### Wires at chosen ports, followed through buffers, run 1

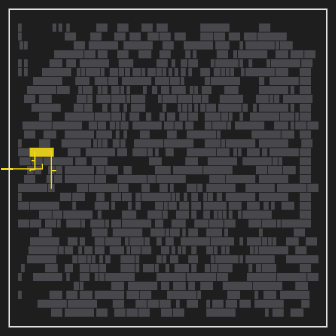
### Placement density heat map, run 1

The die is cut into 10 by 10 equal tiles; white is low, dark blue is high, 0 to 100% covered.
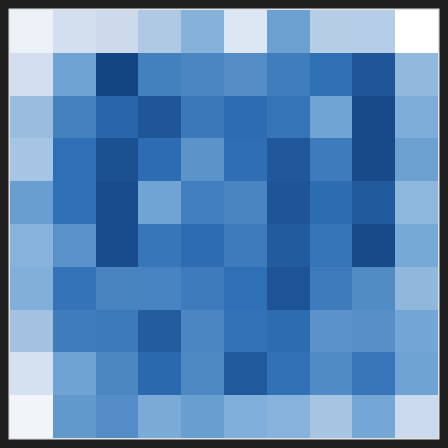
### Routing congestion map, run 1

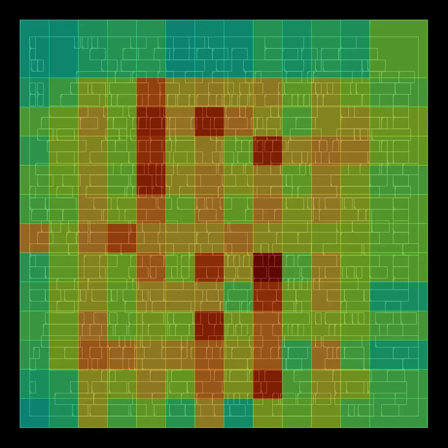
Design tri_edge_vec, sky130hd; sources not shown.
==> results_slide.txt, run 1 <==
Physical Implementation Snapshot

Synthesis
  – Synth mux share: 10.1%
  – Yosys warnings: 0
  – Adder-Cell Fraction of Synth Area: 12.1%
  – Registers, synthesis: 86
  – Mean Syn Cell Area: 10.6 µm²
  – Main logic family: AND-OR/OR-AND gates
  – Count of different cell masters after synthesis: 27
  – Aoi share: 13.0%
  – # Cells Yosys: 442
  – Syn Inst Count: 442

Floorplan
  – Row cnt: 33
  – Die area: 0.00931 mm²
  – DIE HEIGHT: 96.5 µm
  – Die width: 96.5 µm

Pwr
  – Design Power: 3.26 mW
  – Worst vdd ir: 0.325 mV

STA
  – Fin crit share: 78.5%
  – RSZ-0062 raised after global routing: false
  – Hold Fails Final Rpt: 0
  – Setup TNS: 0 ns
  – Max Transition Viols Final: 0
  – Post-layout min period: 2.90 ns

Route
  – DRT Pass-1 Iters: 4
  – Residual DRC: 0
  – Antenna-violating nets left: 0
  – Post-DR wirelength/cell: 15.5 µm

Global route
  – GR Overflow Total: 0
  – First-pass GRT wire length: 15.9 mm
  – M3 GR Usage: 4.19%
  – Top Usage Layer GRT: met2

Clocking
  – Post-CTS setup buffers: 0
  – Longest Clk Path Bufs: 2
  – Worst-path clk slew: 0.09 ns
  – Post-CTS Resized: 0

Run status
  – Status: completed

Setup path
  – Setup crit end kind: primary output
  – Startpoint Class: primary input
  – Top cell by count, worst path: clkdlybuf4s50_1
  – Critical path depth: 3
  – Crit path DRT: 2.95 ns

Cells and area
  – Top cell excl fill/tap: dfrtp_1
  – Fillers: 666
Back to the opening pictures, 'Wires at chosen ports, followed through buffers':
ready_in -> yellow  # bits 1, direction output, end cells 1, buffers 1, wire 32.2 µm
Top Ports: 100
IO buf count: 83

Back to the opening pictures, 'Placement density heat map':
nearly empty tiles = 1.0%
tiles over 75% full = 23%
fullest tile = 92%
mean over tiles = 60%
Core Region: 0.00826 mm²
fp util: 57.0%
Post-Route Utilization: 69.6%

Back to the opening pictures, 'Routing congestion map':
met2 Usage GRT: 34.8%
Global Route Usage Sum: 22.1%

[run 1: metrics by stage]
stage	hold slack (ns)	instance area (µm²)	setup slack, ns
floorplan	0.442	4760	1.68
global placement	0.455	5550	0.805
detailed placement	0.463	5550	0.791
CTS	0.482	5720	0.785
global route	0.285	5740	0.727
finish	0.278	5740	0.795
[run 1: synthesized netlist by cell type (all sizes together)]
library cell	number	area share, %
dfrtp	86	46
nand2	56	4.5
inv	48	3.8
mux2	42	10
ha	36	9.6
buf	30	4.3
o21ai	30	3.2
a211oi	17	2.7
a211o	12	2.2
nor2	12	0.96
a21oi	7	0.74
a21o	6	0.96
a22o	6	1.1
and4	6	1.1
fa	6	2.6
nand3	6	0.64
nand4	6	0.80
nor2b	6	0.80
o2111ai	6	1.1
o31ai	6	0.96
xnor2	6	1.1
nand2b	3	0.40
and2	1	0.13
conb	1	0.080
nand3b	1	0.43
[run 1: cell type report]
class                   instances  area (µm²)  share of cell area, %
repair buffers                 88         886                   15.4
inverters                      48         180                   3.14
flip-flops and latches         86        2150                   37.5
multi-input cells             293        2230                   38.9
clock inverters                 4        25.0                  0.436
clock buffers                  10         138                   2.40
well taps                     105         131                   2.29
[run 1: cell families (layout without fill, tap and decap cells)]
group / after synthesis / after routing
AND/OR/NAND/NOR: 97 / 97
AND-OR/OR-AND: 90 / 90
flip-flops: 86 / 86
buffers and inverters: 78 / 150
adder cells (fa/ha/maj): 42 / 42
multiplexers: 42 / 42
XOR/XNOR: 6 / 6
other: 1 / 16
[run 1: layer usage]
layer | up-vias | share of wire (%)
met5 | - | 0
met4 | 0 | 0.94
met3 | 11 | 6.4
met2 | 116 | 46
met1 | 1697 | 47
li1 | 1670 | -
[run 1: where the power goes]
group          total (mW)  switching, mW  internal (mW)
Clock               0.570          0.317          0.253
Combinational        1.39          0.869          0.520
Sequential           1.30          0.126           1.17
### Cell classes on the final placement, run 1

Bar = 20 µm. Fill, decap, tap and diode cells in gray.
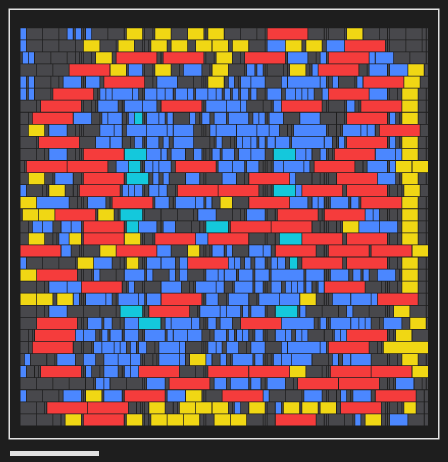

## Run 2: what changed since run 1
--- a/config.mk
+++ b/config.mk
@@ -7,7 +7,7 @@
 export LEC_CHECK = 0
 export CAP_MARGIN = 20
 export CORE_MARGIN = 2
-export CORE_UTILIZATION = 55
+export CORE_UTILIZATION = 51
 export DETAILED_ROUTE_END_ITERATION = 7
 export GPL_ROUTABILITY_DRIVEN = 0
 export PLACE_DENSITY_LB_ADDON = 0.15
==> constraint.sdc (replaced) <==
create_clock -name clk_in -period 2.7 [get_ports clk_in]
set_input_delay 0.54 -clock clk_in [delete_from_list [all_inputs] [get_ports clk_in]]
set_output_delay 0.54 -clock clk_in [all_outputs]
set_load 0.05 [all_outputs]
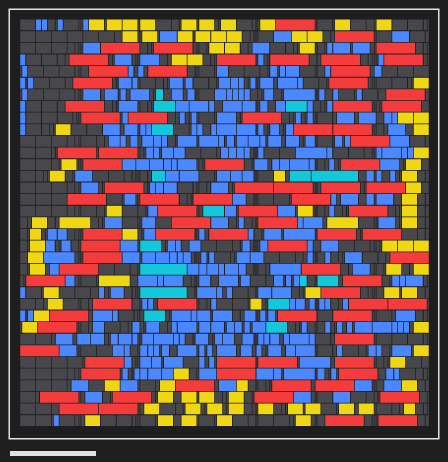
*Cell classes on the final placement, run 2*
Bar = 20 µm. Fill, decap, tap and diode cells in gray.
clock drivers and dummy loads -> cyan  # cells 16, share of their area 4.3%
registers -> red  # cells 86, share of their area 38%
remaining buffers and delay cells -> yellow  # cells 89, share of their area 16%
remaining logic cells -> blue  # cells 341, share of their area 42%
Post-Route Utilization: 64.3%
fraction of area in registers: 36.7%

==> run 2 against run 1 <==
Compared with the run above: sequential share of layout area shrank 0.73 points; register-to-register slack lost 0.85 ns; design area grew 2.0%; setup slack lost 0.31 ns; combinational power grew 37%; area after synthesis is the same; worst hold slack lost 0.13 ns; count of clock-buffer cells in the layout is the same; clock skew shrank 0.0033 ns; first-iteration DRC count shrank 4.7%; synthesized cell count is the same; critical path type is now in -> reg; critical endpoint is now s1_ab_y_q[6]; largest cell class unchanged; largest power group unchanged.
==> results_slide.txt, run 2 <==
Physical Implementation Snapshot

Route
  – Post-DR wirelength/cell: 15.2 µm
  – Antenna-violating nets left: 0
  – Residual DRC: 0

Synthesis
  – Most frequent cells after synthesis: dfrtp_1, nand2_1, inv_1
  – Cell area leaders: dfrtp_1, mux2_2, ha_1
  – Dominant flop cell: dfrtp_1
  – Area leader, netlist: dfrtp_1
  – Synth async-reset ratio: 100%
  – Sequential fraction of the synthesis area: 45.7%
  – Syn Inst Count: 442
  – Synth mux share: 10.1%
  – Count of different cell masters after synthesis: 27
  – Registers, synthesis: 86
  – Yosys warnings: 0
  – Main logic family: AND-OR/OR-AND gates
  – Top cell area share: 45.7%
  – # Cells Yosys: 442
  – Cell with the most instances after synthesis: dfrtp_1
  – Adder-Cell Fraction of Synth Area: 12.1%
  – Post-synth EDFFs: 0

Floorplan
  – Top Ports: 100
  – DIE HEIGHT: 100 µm
  – Row cnt: 35
  – Core Region: 0.00911 mm²
  – Die width: 100 µm
  – Fp util: 51.6%
  – Die area: 0.0100 mm²

Clocking
  – Worst-path clk slew: 0.08 ns
  – Longest Clk Path Bufs: 2
  – Post-CTS Resized: 0

STA
  – Setup TNS: 0 ns
  – Fin crit share: 82.0%
  – Post-layout min period: 2.21 ns
  – Hold Fails Final Rpt: 0

Pwr
  – Seq pwr share: 37.1%
  – Internal power: 2.96 mW
  – Design Power: 4.78 mW
  – Worst vdd ir: 0.386 mV
  – Comb power frac: 39.9%
  – P_sw: 1.82 mW

Setup path
  – Crit path DRT: 2.99 ns
  – Startpoint Class: primary input

Global route
  – GR Overflow Total: 0
  – Global Route Usage Sum: 20.8%
  – First-pass GRT wire length: 16.4 mm

Cells and area
  – Nets@finish: 609
  – Top cell excl fill/tap: dfrtp_1

Place
  – IO buf count: 83

Run status
  – Status: completed
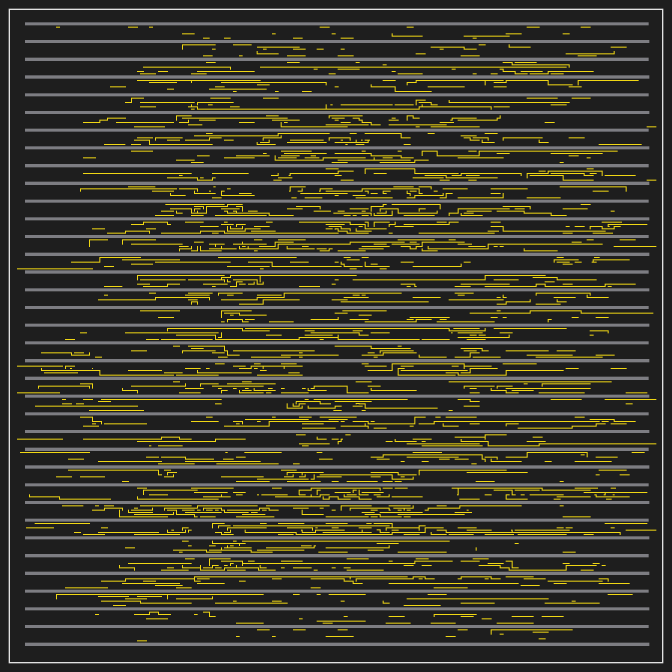
*M1 wires, run 2*
Supply wires on this layer in gray.
nets with wire on the layer = 536
wire length on this layer = 4770 µm
longest straight run = 46.9 µm
main direction = horizontal
DRT Wirelength: 9.75 mm
vias after detailed routing: 3408

==> run 2: critical path: cells and delay by family <==
| kind | cells | cell delay [ns] |
|---|---|---|
| adders and majority gates | 2 | 0.62 |
| AOI/OAI and AO/OA | 3 | 0.69 |
| buffers and inverters | 2 | 0.56 |
| and+or+nand+nor | 1 | 0.10 |
==> run 2: logic make-up (layout without fill, tap and decap cells) <==
logic type / count (synthesis) / count (layout)
buffers and inverters: 78 / 153
XOR/XNOR: 6 / 6
flip-flops: 86 / 86
other: 1 / 16
AND-OR/OR-AND: 90 / 90
adder cells (fa/ha/maj): 42 / 42
AND/OR/NAND/NOR: 97 / 97
multiplexers: 42 / 42
==> run 2: power by group through the flow <==
| stage | combinational (mW) | clock (mW) | sequential, mW |
|---|---|---|---|
| detailed placement | 1.91 | 0 | 1.80 |
| CTS | 1.92 | 1.12 | 1.78 |
| floorplan | 0.610 | 0 | 2.46 |
| finish | 1.90 | 1.10 | 1.77 |
| global route | 2.03 | 1.18 | 1.81 |
| global placement | 1.88 | 0 | 1.78 |
==> run 2: stage by stage <==
stage	setup slack, ns	area, µm²	cells	hold WS [ns]
detailed placement	0.142	5610	627	0.459
floorplan	0.887	4760	457	0.244
finish	0.486	5860	643	0.145
global placement	0.163	5610	627	0.454
CTS	0.478	5860	643	0.162
global route	0.382	5860	643	0.181
==> run 2: metal layers <==
layer | up-vias | GRT usage (%) | part of all wire [%]
met2 | 77 | 32.3 | 46
met1 | 1648 | 29.9 | 49
li1 | 1672 | - | -
met5 | - | 0 | 0
met3 | 11 | 3.62 | 4.0
met4 | 0 | 6.64 | 1.4
==> run 2: layout make-up <==
class / instances / area [µm²] / share of cell area [%]
multi-input combinational: 293 / 2230 / 38.1
clock inverter: 6 / 109 / 1.86
clock buffer: 10 / 138 / 2.35
timing repair buffer: 89 / 908 / 15.5
tap: 111 / 139 / 2.37
inverter: 48 / 180 / 3.08
sequential: 86 / 2150 / 36.7
No activity file was given, so power comes from the tool's default toggle rates.
